**src/rtl/datapath.sv**
```systemverilog
// datapath: K&S multicycle datapath with PC, IR, 4x16 register file, ALU and flags.
// Optional KS_R0_ZERO_EN hardwires R0 to zero.
package k_and_s_pkg;
    typedef enum logic [3:0] {
        I_NOP, I_LOAD, I_STORE, I_MOVE, I_ADD, I_SUB, I_AND, I_OR,
        I_BRANCH, I_BZERO, I_BNZERO, I_BNEG, I_BNNEG, I_BOV, I_BNOV, I_HALT
    } decoded_instruction_type;
endpackage

module datapath
    import k_and_s_pkg::*;
#(
    parameter int DATA_W = 16,
    parameter int ADDR_W = 5
) (
    input  logic                    clk,
    input  logic                    rst_n,
    input  logic                    branch,
    input  logic                    pc_enable,
    input  logic                    ir_enable,
    input  logic                    write_reg_enable,
    input  logic                    addr_sel,
    input  logic                    c_sel,
    input  logic [1:0]              operation,
    input  logic                    flags_reg_enable,
    output decoded_instruction_type decoded_instruction,
    output logic                    zero_op,
    output logic                    neg_op,
    output logic                    unsigned_overflow,
    output logic                    signed_overflow,
    output logic [ADDR_W-1:0]       ram_addr,
    output logic [DATA_W-1:0]       data_out,
    input  logic [DATA_W-1:0]       data_in
);
    logic [ADDR_W-1:0] pc;
    logic [DATA_W-1:0] ir;
    logic [DATA_W-1:0] rf [4];
    logic [1:0]        a_sel, b_sel, dst;
    logic [DATA_W-1:0] a, b, alu_res, wb;
    logic [DATA_W:0]   sum, diff;
    logic              carry, sovf, wr_ok;
    logic              unused_ir7;

    assign unused_ir7 = ir[7];

    function automatic logic [DATA_W-1:0] rd(input logic [1:0] i);
`ifdef KS_R0_ZERO_EN
        return (i == 2'd0) ? '0 : rf[i];
`else
        return rf[i];
`endif
    endfunction

    always_comb begin
        case (ir[15:8])
            8'h81:   decoded_instruction = I_LOAD;
            8'h82:   decoded_instruction = I_STORE;
            8'h91:   decoded_instruction = I_MOVE;
            8'hA1:   decoded_instruction = I_ADD;
            8'hA2:   decoded_instruction = I_SUB;
            8'hA3:   decoded_instruction = I_AND;
            8'hA4:   decoded_instruction = I_OR;
            8'h01:   decoded_instruction = I_BRANCH;
            8'h02:   decoded_instruction = I_BZERO;
            8'h03:   decoded_instruction = I_BNZERO;
            8'h04:   decoded_instruction = I_BNEG;
            8'h05:   decoded_instruction = I_BNNEG;
            8'h06:   decoded_instruction = I_BOV;
            8'h07:   decoded_instruction = I_BNOV;
            8'hFF:   decoded_instruction = I_HALT;
            default: decoded_instruction = I_NOP;
        endcase
    end

    // MOVE routes src to both ALU inputs so AND passes it through unchanged
    assign a_sel = (decoded_instruction == I_MOVE) ? ir[1:0] : ir[3:2];
    assign b_sel = ir[1:0];
    assign dst   = (decoded_instruction == I_LOAD) ? ir[6:5] :
                   (decoded_instruction == I_MOVE) ? ir[3:2] : ir[5:4];
    assign a     = rd(a_sel);
    assign b     = rd(b_sel);

    assign sum  = {1'b0, a} + {1'b0, b};
    assign diff = {1'b0, a} - {1'b0, b};

    always_comb begin
        alu_res = (operation == 2'b00) ? sum[DATA_W-1:0] :
                  (operation == 2'b01) ? diff[DATA_W-1:0] :
                  (operation == 2'b10) ? (a & b) : (a | b);
        carry   = (operation == 2'b00) ? sum[DATA_W] :
                  (operation == 2'b01) ? diff[DATA_W] : 1'b0;
        sovf    = (operation == 2'b00) ? ((a[DATA_W-1] == b[DATA_W-1]) && (alu_res[DATA_W-1] != a[DATA_W-1])) :
                  (operation == 2'b01) ? ((a[DATA_W-1] != b[DATA_W-1]) && (alu_res[DATA_W-1] != a[DATA_W-1])) :
                  1'b0;
    end

    assign wb       = c_sel ? data_in : alu_res;
    assign ram_addr = addr_sel ? ir[ADDR_W-1:0] : pc;
    assign data_out = rd(ir[6:5]);

`ifdef KS_R0_ZERO_EN
    assign wr_ok = write_reg_enable && (dst != 2'd0);
`else
    assign wr_ok = write_reg_enable;
`endif

    always_ff @(posedge clk) begin
        if (!rst_n) begin
            pc                <= '0;
            ir                <= '0;
            for (int i = 0; i < 4; i++) rf[i] <= '0;
            zero_op           <= 1'b0;
            neg_op            <= 1'b0;
            unsigned_overflow <= 1'b0;
            signed_overflow   <= 1'b0;
        end else begin
            if (pc_enable) pc <= branch ? ir[ADDR_W-1:0] : pc + 1'b1;
            if (ir_enable) ir <= data_in;
            if (wr_ok) rf[dst] <= wb;
            if (flags_reg_enable) begin
                zero_op           <= (alu_res == '0);
                neg_op            <= alu_res[DATA_W-1];
                unsigned_overflow <= carry;
                signed_overflow   <= sovf;
            end
        end
    end
endmodule

```
**config.mk**
```make
export PLATFORM = sky130hd
export DESIGN_NAME = datapath
export DESIGN_NICKNAME = d
export VERILOG_FILES = /design/src/rtl/datapath.sv
export SDC_FILE = /design/constraint.sdc
export NUM_CORES = 1
export LEC_CHECK = 0
export ABC_CLOCK_PERIOD_IN_PS = 6470
export CAP_MARGIN = 20
export CORE_MARGIN = 2
export CORE_UTILIZATION = 40
export CTS_CLUSTER_SIZE = 24
export DETAILED_ROUTE_END_ITERATION = 8
export HOLD_SLACK_MARGIN = 0.05
export PLACE_DENSITY = 0.7
export SLEW_MARGIN = 20
export SYNTH_ARGS = -nofsm -noshare
export SYNTH_HDL_FRONTEND = slang
export SYNTH_SLANG_ARGS = --single-unit
```
**constraint.sdc**
```tcl
create_clock -name clk -period 6.47 [get_ports clk]
set_input_delay 1.294 -clock clk [delete_from_list [all_inputs] [get_ports clk]]
set_output_delay 1.294 -clock clk [all_outputs]
set_load 0.1 [all_outputs]
```
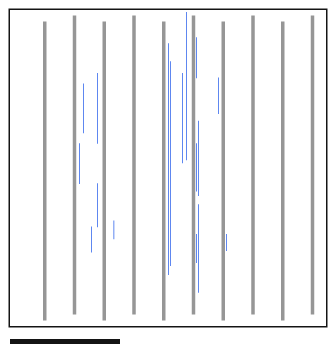
*Signal wires on met4, run 1*
Bar = 50 um. Supply wires on this layer in grey.
main direction: vertical
nets with wire on the layer: 13
longest straight run: 105 um
WL final: 22.5 mm
via total after detailed routing: 6719

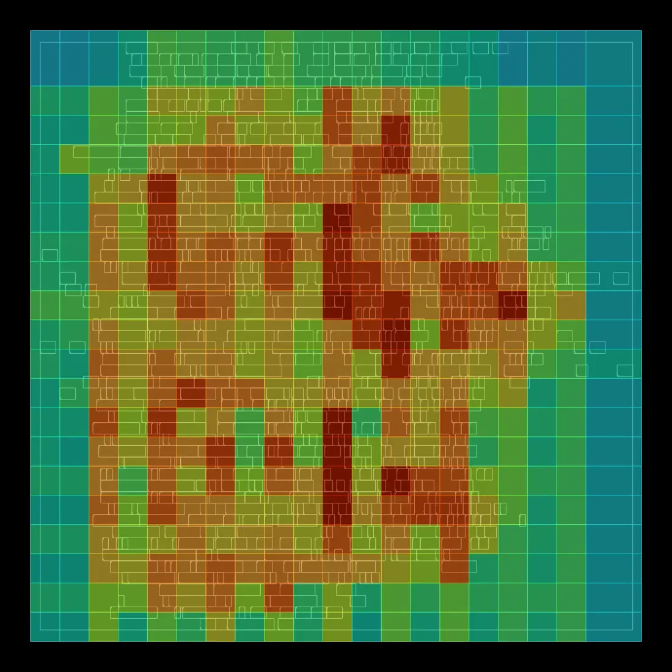
*Routing congestion map, run 1*
global-route met1 utilization: 31.4%
routing usage on met3: 3.41%

==> Changelog: implementation, run 1 <==
### Changed

- Run status: finished clean
- Flop count: 92
- Non-filler cells, final: ~1100
- Final worst path period share: 89.6%
- Unrepaired setup endpoints after global routing: false
- Non-clock buffer count: 65
- Critical-path cell list: and4bb_2 -> and3_1 -> nor2_2 -> buf_4 -> mux2i_1 -> mux2_2 -> ha_1 -> fa_1 -> or2_2 -> a221oi_1 -> o22ai_1 -> o31ai_1 -> a22oi_1 -> o21ai_0 -> mux2i_1 -> a31oi_1 -> o21ai_0 -> nor2_1
- GPL Wtd Cong: 0.999
- Max cap viols: 0
- Overflow after GRT: 0
- Source of the worst register-to-register timing path: ir[10]
- Net count, final: 937
- Area fraction in xor and xnor cells: 2.56%
- Prevailing post-synth register cell: edfxtp_1
- Number of nets produced by synthesis: between 900 and 1000
- Compound-cell area share of the yosys netlist: between 15 and 20%
- Mean routed wirelength per cell: 19.8 um
- Number of tap instances: between 200 and 300
- Clock network power: 0.561 mW
- Setup Buffers After CTS: 0
- Post-synthesis instance total: 843
- Number of warnings issued by yosys: 0
- Power attributed to combinational cells: 0.780 mW
- Clock sink count: 92
- HPWL after detailed placement: 16.6 mm
- Share of cell area taken by multi-input logic gates: 55.4%
- Vertical die dimension: 144 um
- Post-DRT Antenna Nets: 0
- Fill cells: 1859
- Cell area after placement: 8600 um^2
- Number of enable-type register cells in the synthesized netlist: 64
- Register fraction of the total cell area: ~28%
- Combinational Gates: 637
- Max-area cell share: about a quarter
- Layout Utilization: 45.9%
- Clock-cell share of area: ~3.5%
- Finished Cell Area: 8910 um^2
- Hold path cells: 2
- Simple share: 17.5%
- Top Consumer: combinational logic
- Number of global-route vias before repair: 6326
- Register Area: between 2000 and 2500 um^2
- Post-synthesis async set-or-reset flop share: 0%
- Fraction of the mapped netlist area in adder cells: 7.03%
- Slowest library cell on the worst path: dfxtp_1
- Clock tree from TritonCTS: done
- Placed Cells: 1121
- Worst Max-Slew Pin Slew: 994 ps
- Fraction of layout cells with a size suffix above 1: between 10 and 15%
- Post-placement setup slack: 745 ps
- Setup tns final: 0 ps
- Chip area from the yosys synthesis statistics: 7860 um^2
- Most frequent cell after synthesis: nor2_1
- Relative slew slack: 33.5%
- Max H-tree Level: 3
- Share of synthesized area spent on multiplexers: 19.6%
- Internal Dissipation: 1.25 mW
- Element type at the critical path start: flop
- CP Capture Type: flop
- Power dissipated in sequential cells: 0.712 mW
- Total cells reported by yosys after synthesis: approximately 840
- Site row count: just over 50
- Tightest hold margin: 500 ps
- Total CTS buffers: 9
- Most frequently placed logic cells in the final layout: nor2_1 (86), nand2_1 (78), edfxtp_1 (64)
- DRC violations left: 0
- GR Util All Layers: 22.0%
- Post-synth cell types: 76
- Main logic family after synthesis: multiplexers
- PostCTS Resize Cnt: 0
- Hold path startpoint: zero_op
- Library cell with the largest summed area after synthesis: edfxtp_1
- Sequential group share of total power: 34.7%
- Post-layout total power: 2.05 mW
- Critical register-to-register path endpoint: rf[2][12]
- Total power divided by cell area: 231 nW/um^2
- Total met2 wirelength after detailed routing: 10.2 mm
- Die extent in x: approximately 140 um
- Data required, critical path: 6560 ps
- Wire length of the first global-routing pass: approximately 35 mm
- Clock Power Share: approximately 27%
- Crit-path leading delay family: AND-OR/OR-AND gates
- Post-synthesis average cell area: just over 9 um^2
- Clock transition at the register clock pins on the worst setup and hold paths after CTS: roughly 70 ps
- Share of synthesized area occupied by flip-flops and latches: 31.6%
- Core utilization before placement: 40.5%
- Number of non-clock inverters in the layout: 62
- Setup ws final: 674 ps
- Max stage delay on crit path: 590 ps
- Area contributors post-synth: edfxtp_1 (24%), mux4_2 (9.7%), mux2i_1 (7.5%), dfxtp_1 (7.1%), ha_1 (6.5%)
- Critical path fanouts, max: 15
- Post-layout min period: 5800 ps
- Antenna violations before repair: 0
- Biggest cell category by area in the final layout: multi-input combinational cells
- Post-synthesis sequential element count: between 90 and 100
- Max Clock Freq: 173 MHz
- Most heavily used metal layer in global routing: met2
- Chip Footprint: 20800 um^2
- Lkg Pwr: roughly 3.5 nW
- Setup slack of the worst register-to-register path: 670 ps
- Core area: 19400 um^2
- Number of buffers between clock root and the deepest sink: 2
- Final max-slew violation count: 0
- Comb. cell area: 4930 um^2
- Critical path arrival: 5890 ps
- Pre-Repair DR Iteration Count: 5
- Hold buffers post-CTS: 0
- Dominant logic cell type in the layout: nor2_1
- Number of buffers and inverters on the critical path: 1
- Net Sw Frac: 38.9%
- Antenna diode count: 0
- Part of the total power dissipated in combinational logic: 38.0%
- Share of final layout cell area taken by non-clock buffers: 6.97%
- Average via count per standard cell: 5.91
- Count of pins on the block boundary: between 50 and 60
- Top layer used by detailed routing: met4
- Total of endpoints with negative setup slack in the final report: 0
- Setup Skew: 4.14 ps
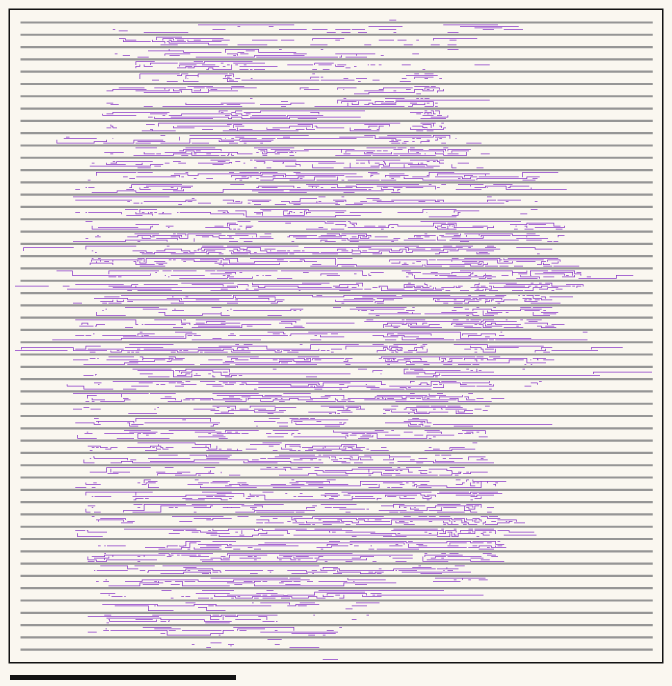
*The metal 1 layer, run 1*
Bar = 50 um. Supply wires on this layer in grey.
longest straight run: 53.4 um
share of all routed wire: 45%
wire length on this layer: 10100 um

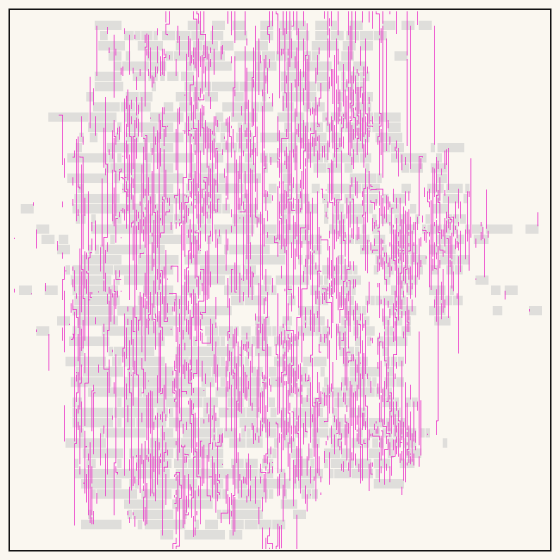
*Met2 routing, run 1*
Cells faint in the background.
share of all routed wire: 45%
nets with wire on the layer: 791
met2 track demand over resource: 34.2%

==> run 1: registers in the layout, indices dropped and copies added, names as in the netlist, named ones only <==
name               cells
zero_op                1
ir                    15
signed_overflow        1
pc                     5
neg_op                 1
rf                    64
unsigned_overflow      1
==> run 1: tightest hold or removal path: cells and delay by family (launching register included) <==
kind	cells	cell delay, ps
DFF	1	330
and+or+nand+nor	1	70
AOI/OAI and AO/OA	1	60
==> run 1: how the worst max path moves through the flow <==
| stage | to | depth (start not counted) | from |
|---|---|---|---|
| final | rf[2][12] | 18 | ir[10] |
| after global routing | rf[0][12] | 18 | ir[10] |
| after CTS | rf[2][12] | 18 | ir[10] |
| after detailed placement | rf[2][12] | 18 | ir[10] |
| after global placement | rf[0][12] | 18 | ir[10] |
| after floorplan | zero_op | 19 | ir[13] |
### Met3 routing, run 1

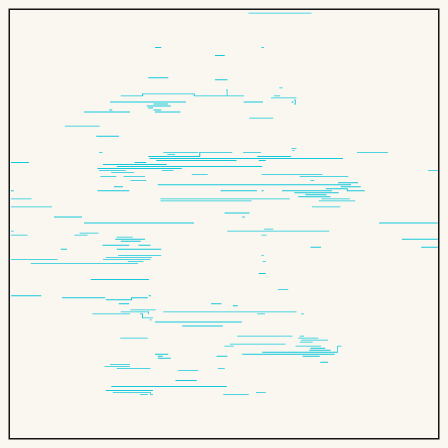

==> run 2, diff against run 1 <==
--- a/config.mk
+++ b/config.mk
@@ -5,7 +5,7 @@
 export SDC_FILE = /design/constraint.sdc
 export NUM_CORES = 1
 export LEC_CHECK = 0
-export ABC_CLOCK_PERIOD_IN_PS = 6470
+export ABC_CLOCK_PERIOD_IN_PS = 6000
 export CAP_MARGIN = 20
 export CORE_MARGIN = 2
 export CORE_UTILIZATION = 40
==> constraint.sdc (replaced) <==
create_clock -name clk -period 6 [get_ports clk]
set_input_delay 1.2 -clock clk [delete_from_list [all_inputs] [get_ports clk]]
set_output_delay 1.2 -clock clk [all_outputs]
set_load 0.1 [all_outputs]
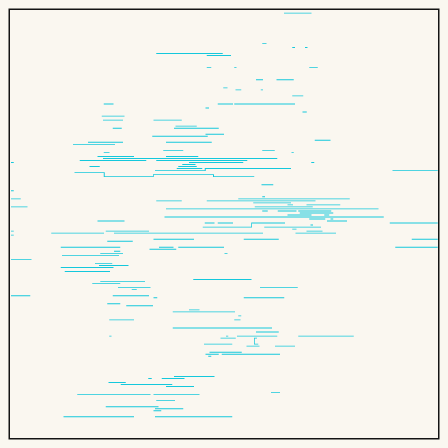
*Met3 routing, run 2*
wire length on this layer: 1680 um
longest straight run: 73.6 um
via total after detailed routing: 6692
routing usage on met3: 3.54%
WL final: 22.7 mm

==> run 2 against run 1 <==
  * Critical path type unchanged
  * Largest cell class unchanged
  * First-iteration DRC count up 23%
  * Via count down 0.40%
  * Synthesized cell count unchanged
  * Core utilization up 0.33 points
  * Synthesized area unchanged
  * Cell count up 0.35%
  * Non-clock buffer count up 4
  * Register-to-register slack worse by 110 ps
  * Critical path depth unchanged
  * Wire length up 0.74%
  * Die size unchanged
==> Changelog: implementation, run 2 <==
### Changed

- Post-layout min period: 5430 ps (-363 ps)
- Biggest registers after layout: rf: 64 flops, ir: 15 flops, pc: 5 flops
- Unrepaired setup endpoints after global routing: false
- Critical path arrival: 5690 ps (-200 ps)
- Clock tree from TritonCTS: done
- Post-synthesis average cell area: 9.33 um^2 (unchanged)
- Relative slew slack: 33.8% (+0.26 points)
- Setup tns final: 0 ps (unchanged)
- Share of synthesized area spent on multiplexers: 19.6% (unchanged)
- Worst Max-Slew Pin Slew: 990 ps (-3.86 ps)
- Setup ws final: 567 ps (-107 ps)
- Max H-tree Level: 3 (unchanged)
- Max Clock Freq: 184 MHz (+6.7%)
- Crit-path leading delay family: AND-OR/OR-AND gates
- GR Util All Layers: 22.2% (+0.23 points)
- Fraction of the mapped netlist area in adder cells: 7.03% (unchanged)
- Slowest library cell on the worst path: or4_4
- Number of non-clock inverters in the layout: 62 (unchanged)
- Final max-slew violation count: 0 (unchanged)
- Element type at the critical path start: flop
- Number of buffers between clock root and the deepest sink: 2 (unchanged)
- Antenna violations before repair: 0 (unchanged)
- Setup Buffers After CTS: 0 (unchanged)
- Library cell with the largest summed area after synthesis: edfxtp_1
- Lkg Pwr: 3.56 nW (+0.80%)
- Non-clock buffer count: 69 (+6.2%)
- Register fraction of the total cell area: 27.7% (-0.20 points)
- Fill cells: 1859 (unchanged)
- Compound-cell area share of the yosys netlist: 16.0% (unchanged)
- Prevailing post-synth register cell: edfxtp_1
- Placed Cells: 1125 (+0.36%)
- Post-placement setup slack: 441 ps (-303 ps)
- Number of tap instances: 265 (unchanged)
- Post-layout total power: 2.23 mW (+8.8%)
- Core utilization before placement: 40.5% (unchanged)
- Run status: finished clean
- Area fraction in xor and xnor cells: 2.56% (unchanged)
- Count of pins on the block boundary: 56 (unchanged)
- Area contributors post-synth: edfxtp_1 (24%), mux4_2 (9.7%), mux2i_1 (7.5%), dfxtp_1 (7.1%), ha_1 (6.5%)
- Share of final layout cell area taken by non-clock buffers: 7.39% (+0.42 points)
- Vertical die dimension: 144 um (unchanged)
- Critical path fanouts, max: 18 (+3)
- Share of synthesized area occupied by flip-flops and latches: 31.6% (unchanged)
- Setup Skew: 5.46 ps (+1.32 ps)
- Total cells reported by yosys after synthesis: 843 (unchanged)
- Non-filler cells, final: 1141 (+0.35%)
- Hold buffers post-CTS: 0 (unchanged)
- Largest register FFs: 64 (unchanged)
- Antenna diode count: 0 (unchanged)
- Layout Utilization: 46.2% (+0.33 points)
- Total power divided by cell area: 249 nW/um^2 (+8.1%)
- Most frequently placed logic cells in the final layout: nor2_1 (86), nand2_1 (78), edfxtp_1 (64)
- Max cap viols: 0 (unchanged)
- Number of global-route vias before repair: 6349 (+0.36%)
- Average via count per standard cell: 5.87 (-0.75%)
- Comb. cell area: 4940 um^2 (+0.18%)
- Number of buffers and inverters on the critical path: 2 (+1)
- Total of endpoints with negative setup slack in the final report: 0 (unchanged)
- Post-synthesis sequential element count: 92 (unchanged)
- GPL Wtd Cong: 0.993 (-0.60%)
- Tightest hold margin: 500 ps (-0.398 ps)
- Combinational Gates: 637 (unchanged)
- Data required, critical path: 6260 ps (-300 ps)
- Total CTS buffers: 9 (unchanged)
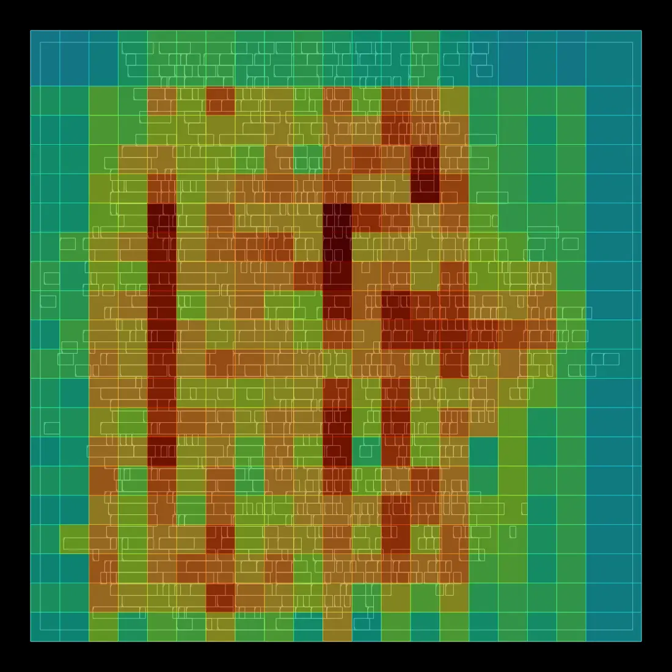
*Routing congestion map, run 2*
most heavily used metal layer in global routing: met2
met2 track demand over resource: 34.4%

[run 2: path summary, 6_finish.rpt]
kind	startpoint	endpoint	depth (start not counted)	slack, ps
max	ir[13]	zero_op	18	570
min	signed_overflow	signed_overflow	2	500
max reg2reg	ir[13]	zero_op	18	570
min reg2reg	signed_overflow	signed_overflow	2	500
[run 2: power breakdown]
group,internal (mW),switching [mW]
clock network,0.363,0.256
registers,0.719,0.0486
logic,0.320,0.528
[run 2: layer usage]
layer / vias up / share of wire (%) / GRT usage [%]
met2: 281 / 46 / 34.4
met4: 0 / 2.9 / 8.84
li1: 3136 / - / -
met5: - / 0 / 0
met1: 3233 / 44 / 31.2
met3: 42 / 7.4 / 3.54
Power is estimated from default activity; no workload was simulated.
